## src/rtl/pico_io_sequencer_if.sv

```systemverilog
// Bundle of the stream and processor-side signals around pico_io_sequencer.
// The slave modport is the sequencer's view; master is the environment's view.
interface pico_io_sequencer_if #(
   parameter int N = 8
);
   logic [N-1:0] in_data;
   logic         in_valid;
   logic         in_ready;
   logic [N-1:0] out_data;
   logic         out_valid;
   logic         out_ready;
   logic         cpu_wait;
   logic [N-1:0] cpu_out_bus;
   logic [N-1:0] cpu_in_bus;
   logic         io_handshake;
   logic [15:0]  xfer_count;
   logic         err_timeout;

   modport slave (
      input  in_data, in_valid, out_ready, cpu_wait, cpu_out_bus,
      output in_ready, out_data, out_valid, cpu_in_bus, io_handshake,
             xfer_count, err_timeout
   );

   modport master (
      output in_data, in_valid, out_ready, cpu_wait, cpu_out_bus,
      input  in_ready, out_data, out_valid, cpu_in_bus, io_handshake,
             xfer_count, err_timeout
   );
endinterface

```

## src/rtl/pico_io_sequencer.sv

```systemverilog
// Handshake sequencer between the picoMIPS I/O port and two valid/ready
// streams: buffers input words, presents one on cpu_in_bus, captures
// cpu_out_bus, then pulses io_handshake once the input bus has settled.
module pico_io_sequencer #(
   parameter int N              = 8,
   parameter int InDepth        = 4,
   parameter int SettleCycles   = 2,
   parameter int ReleaseTimeout = 16
) (
   input  logic               clk,
   input  logic               reset,
   pico_io_sequencer_if.slave bus
);
   localparam int AW = $clog2(InDepth);
   localparam int SW = $clog2(SettleCycles) + 1;
   localparam int RW = $clog2(ReleaseTimeout);
   localparam logic [AW:0] PTR_ONE = 1;
   localparam logic [SW-1:0] SETTLE_LOAD = SW'(SettleCycles - 1);
   localparam logic [RW-1:0] REL_LOAD = RW'(ReleaseTimeout - 1);

   typedef enum logic [1:0] {S_IDLE, S_SETTLE, S_PULSE, S_RELEASE} state_t;

   logic [N-1:0] fifo_mem [InDepth];
   logic [AW:0]  wr_ptr_q, wr_ptr_d, rd_ptr_q, rd_ptr_d;
   state_t       state_q, state_d;
   logic [N-1:0] out_data_q, out_data_d, cpu_in_bus_q, cpu_in_bus_d;
   logic         out_valid_q, out_valid_d, err_q, err_d;
   logic [15:0]  xfer_q, xfer_d;
   logic [SW-1:0] settle_q, settle_d;
   logic [RW-1:0] rel_q, rel_d;
   logic         fifo_full, fifo_empty, in_ready, push, start;

   // Pointers carry one extra wrap bit so full and empty are distinguishable.
   assign fifo_empty = (wr_ptr_q == rd_ptr_q);
   assign fifo_full  = (wr_ptr_q[AW] != rd_ptr_q[AW]) &&
                       (wr_ptr_q[AW-1:0] == rd_ptr_q[AW-1:0]);
   assign in_ready   = !fifo_full && !reset;
   assign push       = bus.in_valid && in_ready;
   // Output slot is free if empty or being drained in this same cycle.
   assign start      = bus.cpu_wait && !fifo_empty && (!out_valid_q || bus.out_ready);

   assign bus.in_ready     = in_ready;
   assign bus.out_data     = out_data_q;
   assign bus.out_valid    = out_valid_q;
   assign bus.cpu_in_bus   = cpu_in_bus_q;
   assign bus.io_handshake = (state_q == S_PULSE);
   assign bus.xfer_count   = xfer_q;
   assign bus.err_timeout  = err_q;

   // FIFO storage; contents need no reset since the pointers define validity.
   always_ff @(posedge clk) begin
      if (push) begin
         fifo_mem[wr_ptr_q[AW-1:0]] <= bus.in_data;
      end
   end

   // Next-state logic: FIFO pointers, output slot and the handshake FSM.
   always_comb begin
      state_d      = state_q;
      wr_ptr_d     = wr_ptr_q;
      rd_ptr_d     = rd_ptr_q;
      out_data_d   = out_data_q;
      out_valid_d  = out_valid_q;
      cpu_in_bus_d = cpu_in_bus_q;
      xfer_d       = xfer_q;
      err_d        = err_q;
      settle_d     = settle_q;
      rel_d        = rel_q;

      if (push) begin
         wr_ptr_d = wr_ptr_q + PTR_ONE;
      end
      if (out_valid_q && bus.out_ready) begin
         out_valid_d = 1'b0;
      end

      case (state_q)
         S_IDLE: begin
            // The load happens on the edge leaving IDLE; a capture overrides a same-cycle pop.
            if (start) begin
               out_data_d   = bus.cpu_out_bus;
               out_valid_d  = 1'b1;
               cpu_in_bus_d = fifo_mem[rd_ptr_q[AW-1:0]];
               rd_ptr_d     = rd_ptr_q + PTR_ONE;
               settle_d     = SETTLE_LOAD;
               state_d      = S_SETTLE;
            end
         end
         S_SETTLE: begin
            if (settle_q == '0) begin
               state_d = S_PULSE;
            end else begin
               settle_d = settle_q - 1'b1;
            end
         end
         S_PULSE: begin
            xfer_d  = xfer_q + 16'd1;
            rel_d   = REL_LOAD;
            state_d = S_RELEASE;
         end
         S_RELEASE: begin
            if (!bus.cpu_wait) begin
               state_d = S_IDLE;
            end else if (rel_q == '0) begin
               err_d   = 1'b1;
               state_d = S_IDLE;
            end else begin
               rel_d = rel_q - 1'b1;
            end
         end
         default: state_d = S_IDLE;
      endcase
   end

   // State register with synchronous reset; reset abandons any in-flight transfer.
   always_ff @(posedge clk) begin
      if (reset) begin
         state_q      <= S_IDLE;
         wr_ptr_q     <= '0;
         rd_ptr_q     <= '0;
         out_data_q   <= '0;
         out_valid_q  <= 1'b0;
         cpu_in_bus_q <= '0;
         xfer_q       <= '0;
         err_q        <= 1'b0;
         settle_q     <= '0;
         rel_q        <= '0;
      end else begin
         state_q      <= state_d;
         wr_ptr_q     <= wr_ptr_d;
         rd_ptr_q     <= rd_ptr_d;
         out_data_q   <= out_data_d;
         out_valid_q  <= out_valid_d;
         cpu_in_bus_q <= cpu_in_bus_d;
         xfer_q       <= xfer_d;
         err_q        <= err_d;
         settle_q     <= settle_d;
         rel_q        <= rel_d;
      end
   end
endmodule

```

## src/flat_wrapper.sv

```systemverilog
// flat-port wrapper written by rule: the top's interface ports become plain ports
module pico_io_sequencer_flat 
#(
   parameter int N              = 8,
   parameter int InDepth        = 4,
   parameter int SettleCycles   = 2,
   parameter int ReleaseTimeout = 16
)
  (clk, reset, bus_in_data, bus_in_valid, bus_out_ready, bus_cpu_wait, bus_cpu_out_bus, bus_in_ready, bus_out_data, bus_out_valid, bus_cpu_in_bus, bus_io_handshake, bus_xfer_count, bus_err_timeout);
  pico_io_sequencer_if #(.N(N)) bus_i ();
  input  logic clk;
  input  logic reset;
  input wire logic [$bits(bus_i.in_data)-1:0] bus_in_data;
  input wire logic [$bits(bus_i.in_valid)-1:0] bus_in_valid;
  input wire logic [$bits(bus_i.out_ready)-1:0] bus_out_ready;
  input wire logic [$bits(bus_i.cpu_wait)-1:0] bus_cpu_wait;
  input wire logic [$bits(bus_i.cpu_out_bus)-1:0] bus_cpu_out_bus;
  output wire logic [$bits(bus_i.in_ready)-1:0] bus_in_ready;
  output wire logic [$bits(bus_i.out_data)-1:0] bus_out_data;
  output wire logic [$bits(bus_i.out_valid)-1:0] bus_out_valid;
  output wire logic [$bits(bus_i.cpu_in_bus)-1:0] bus_cpu_in_bus;
  output wire logic [$bits(bus_i.io_handshake)-1:0] bus_io_handshake;
  output wire logic [$bits(bus_i.xfer_count)-1:0] bus_xfer_count;
  output wire logic [$bits(bus_i.err_timeout)-1:0] bus_err_timeout;
  assign bus_i.in_data = bus_in_data;
  assign bus_i.in_valid = bus_in_valid;
  assign bus_i.out_ready = bus_out_ready;
  assign bus_i.cpu_wait = bus_cpu_wait;
  assign bus_i.cpu_out_bus = bus_cpu_out_bus;
  assign bus_in_ready = bus_i.in_ready;
  assign bus_out_data = bus_i.out_data;
  assign bus_out_valid = bus_i.out_valid;
  assign bus_cpu_in_bus = bus_i.cpu_in_bus;
  assign bus_io_handshake = bus_i.io_handshake;
  assign bus_xfer_count = bus_i.xfer_count;
  assign bus_err_timeout = bus_i.err_timeout;
  pico_io_sequencer #(.N(N), .InDepth(InDepth), .SettleCycles(SettleCycles), .ReleaseTimeout(ReleaseTimeout)) u_core (.clk(clk), .reset(reset), .bus(bus_i));
endmodule
```

## config.mk

```make
export PLATFORM = sky130hd
export DESIGN_NAME = pico_io_sequencer_flat
export DESIGN_NICKNAME = d
export VERILOG_FILES = /design/src/rtl/pico_io_sequencer_if.sv /design/src/rtl/pico_io_sequencer.sv /design/src/flat_wrapper.sv
export SDC_FILE = /design/constraint.sdc
export NUM_CORES = 1
export LEC_CHECK = 0
export CORE_AREA = 2 2 84 86
export CTS_CLUSTER_SIZE = 24
export DETAILED_ROUTE_END_ITERATION = 6
export DIE_AREA = 0 0 86 88
export PLACE_DENSITY = 0.85
export SYNTH_ARGS = -nofsm -noshare
export SYNTH_HDL_FRONTEND = slang
export SYNTH_SLANG_ARGS = --single-unit
```

## constraint.sdc

```tcl
create_clock -name clk -period 2.1 [get_ports clk]
set_input_delay 0.525 -clock clk [delete_from_list [all_inputs] [get_ports clk]]
set_output_delay 0.525 -clock clk [all_outputs]
set_load 0.01 [all_outputs]
```

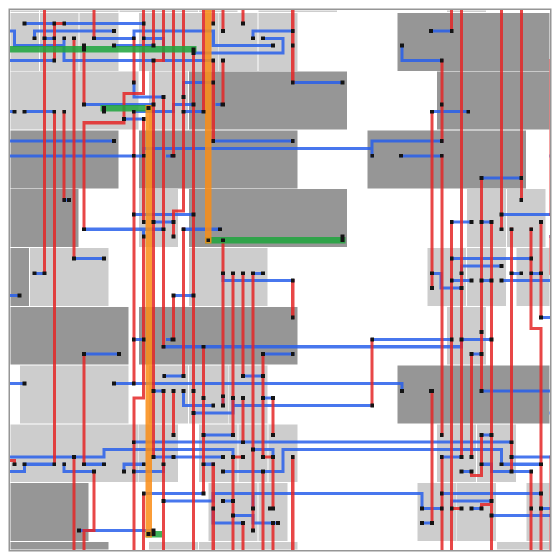
Figure 1: layout detail.
Region (52, 54) to (77, 79) um. Cells in grey, sequential cells in the stronger grey; small squares are vias.
[red] M2
[green] M3
[orange] M4
[blue] M1
sequential cells in the window: 9
cells with their middle in the window: 42
most frequent: o21ai_0 (9), dfxtp_1 (9)
netlist names of flops here include: u_core.bus.out_data (5), u_core.bus.cpu_in_bus (3)

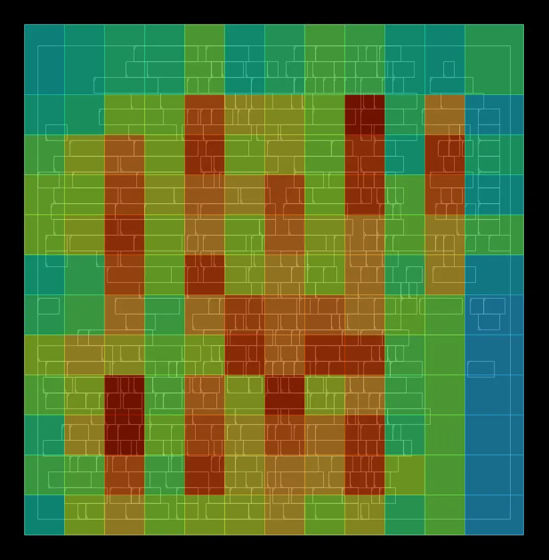
Figure 2: routing congestion.
Avg WL per Cell: 16.2 um
grt met3 use: 3.39%
final core occ: 66.2%

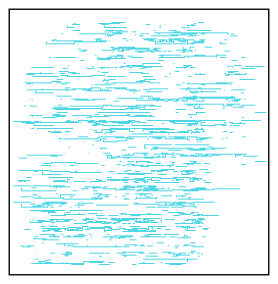
Figure 3: signal wires on met1.
(3 px per um)
wire length on this layer: 3,080 um
share of all routed wire: 41%
nets with wire on the layer: 363
longest straight run: 24.4 um
final wirelength: 7500 um
global-route met1 utilization: 26.2%

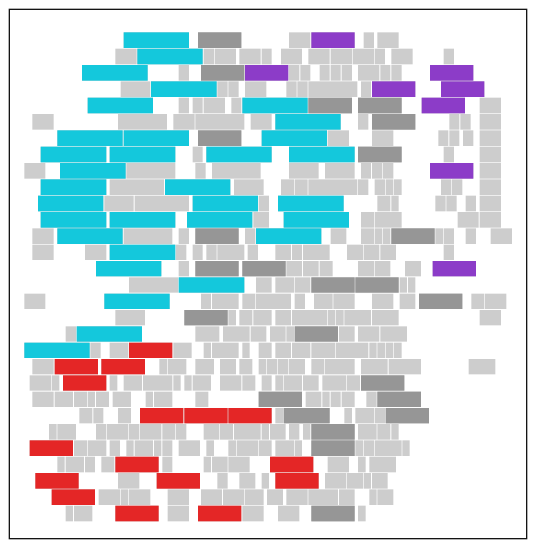
Figure 4: where the registers sit.
(6 px per um) Other sequential cells in the stronger grey, the rest of the logic in the fainter grey.
[cyan] u_core.fifo_mem | flops: 32
[purple] u_core.bus.out_data | flops: 8 | where: upper right
[red] u_core.bus.xfer_count | flops: 16
not coloured: 24

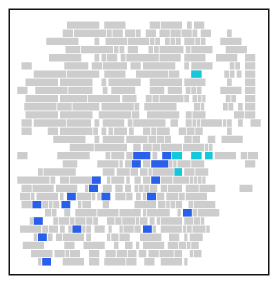
Figure 5: selected gate families.
(3 px per um)
[cyan] non-inverting ao/oa cells | cells: 5 | where: middle right
[blue] xor and xnor cells | cells: 18 | most used: xor2_1

sequential cells by signal, summed over array words and instances (netlist names):
| register | count |
|---|---|
| u_core.fifo_mem | 32 |
| u_core.bus.xfer_count | 16 |
| u_core.bus.cpu_in_bus | 8 |
| u_core.bus.out_data | 8 |
| u_core.rel_q | 4 |
| u_core.rd_ptr_q | 3 |
| u_core.wr_ptr_q | 3 |
| u_core.settle_q | 2 |
| u_core.state_q | 2 |
| u_core.bus.err_timeout | 1 |
| u_core.bus.out_valid | 1 |
cells in the mapped netlist:
| cell type | number |
|---|---|
| edfxtp_1 | 32 |
| o311ai_1 | 1 |
| mux2i_1 | 2 |
| o21ai_0 | 23 |
| mux2_2 | 2 |
| buf_2 | 5 |
| o2111ai_1 | 1 |
| o211a_1 | 2 |
| a31oi_1 | 3 |
| and3_1 | 7 |
| o211ai_1 | 2 |
| clkbuf_1 | 10 |
| nor3_1 | 4 |
| and2_1 | 2 |
| nor2_1 | 24 |
| nand2_1 | 13 |
| a311oi_1 | 1 |
| nand4_1 | 5 |
| xnor2_1 | 5 |
| ha_1 | 12 |
| nor2b_1 | 4 |
| or4_1 | 4 |
| a211oi_2 | 1 |
| nor3b_2 | 1 |
| xor2_1 | 13 |
| buf_6 | 1 |
| dfxtp_1 | 48 |
| inv_1 | 13 |
| mux4_2 | 8 |
| a311o_1 | 1 |
| clkbuf_2 | 1 |
| a211oi_1 | 3 |
| nand3_1 | 23 |
| or3_1 | 4 |
| a21oi_1 | 23 |
| buf_1 | 1 |
| o21a_1 | 2 |
| and4_1 | 2 |
| o31ai_1 | 2 |
layer usage:
layer / up-vias / share of wire [%]
met2: 69 / 53
met1: 1279 / 41
met3: 13 / 3.8
li1: 1266 / -
met4: 0 / 2.0
met5: - / 0
power groups by stage:
stage / logic (W) / clock network, W / registers [W]
6_report: 0.00110 / 0.00117 / 0.00184
3_5_place_dp: 0.00109 / 0 / 0.00187
3_3_place_gp: 0.00104 / 0 / 0.00186
4_1_cts: 0.00109 / 0.00119 / 0.00184
2_1_floorplan: 0.000668 / 0 / 0.00188
5_1_grt: 0.00122 / 0.00125 / 0.00186
what timing repair did:
| action | 4_1_cts | 5_1_grt |
|---|---|---|
| buffers inserted | 0 | 0 |
| pin swaps | 1 | 0 |
| endpoints found under the setup margin | 1 | 2 |
| gates resized | 3 | 3 |
| hold endpoints to repair | 0 | 0 |
through the flow:
step | area [um2] | utilization (%) | total power [W] | setup WS (ns)
finish | 4400 | 66.2 | 0.00411 | 0.107
detailed placement | 4160 | 62.6 | 0.00295 | -0.0836
CTS | 4390 | 66.1 | 0.00412 | 0.00158
floorplan | 3440 | - | 0.00255 | 0.283
global placement | 4160 | 62.6 | 0.00290 | -0.0712
global route | 4400 | 66.2 | 0.00433 | 0.0222
logic make-up after synthesis:
group / synth area share [%]
simple gates: 13.7
flops: 55.9
compound gates: 11.2
buf+inv: 3.82
xor+xnor: 4.58
mux: 6.47
fa+ha+maj: 4.36
critical path: stages, from the launching register on:
cell and delay, ns:
dfxtp_1 0.34, xor2_2 0.20, nor3_1 0.23, nor2_1 0.08, dlygate4sd2_1 0.29
==> GITHUB_STEP_SUMMARY <==
### Yosys + OpenROAD results

| Metric | Value |
|---|---|
| I/O pin count | `57` |
| Fp_density | `51.8%` |
| Reg2reg end | `u_core.rd_ptr_q[0]$_SDFFE_PP0P_` |
| Maxcap violations | `0` |
| Fmax | `502 MHz` |
| Register share of total power | `44.8%` |
| Min Clock Period, post-route | `1.99 ns` |
| Biggest Area Class | `registers` |
| Remaining DRCs | `0` |
| R2R Path Start | `u_core.rd_ptr_q[0]$_SDFFE_PP0P_` |
| Final period utilization | `94.9%` |
| Comb area | `1410 um2` |
| Dominant logic cell type in the layout | `clkdlybuf4s50_1` |
| Tool warning count | `32` |
| Power Density | `934 nW/um2` |
| Layout overhead on the synthesized area | `27.8%` |
| Die area | `7570 um2` |
| Switching share of total power | `31.1%` |
| Number of antenna diodes | `0` |
| H-tree depth | `3` |
| Outcome | `finished, final reports clean` |
| Worst Setup EP | `bus_in_ready` |
| Share of cells above drive strength 1 | `13.3%` |
| VDD IR max | `0.601 mV` |
| Chip Area, Yosys | `3440 um2` |
| Row cnt | `30` |
| Count of final setup violators | `0` |
| Reg2Reg Setup Slack | `0.19 ns` |
| CTS clk-pin slew, worst paths | `0.09 ns` |
| RSZ-0062 raised after global routing | `false` |
| Non-clk invs | `13` |
| Combinational share of cell area | `32.1%` |
| R2R depth | `5` |
| Final-report hold violation count | `0` |
| First-pass GRT wire length | `12,400 um` |
| Non-clk bufs | `74` |
| CP required | `1.57 ns` |
| Ys Warns | `0` |
| Register share of the cell area | `43.7%` |
| Launching element type of the critical path | `register` |
| Post-cts hold buffer count | `0` |
| Fin cells | `463` |
| Signal buf overhead | `15.9%` |
| Via/cell ratio | `5.67` |
| Core Region | `6640 um2` |
| FF+latch count, synth | `80` |
| Top-area cell share | `27.9%` |
| GP Congestion | `0.835` |
Power and IR drop assume default switching activity.
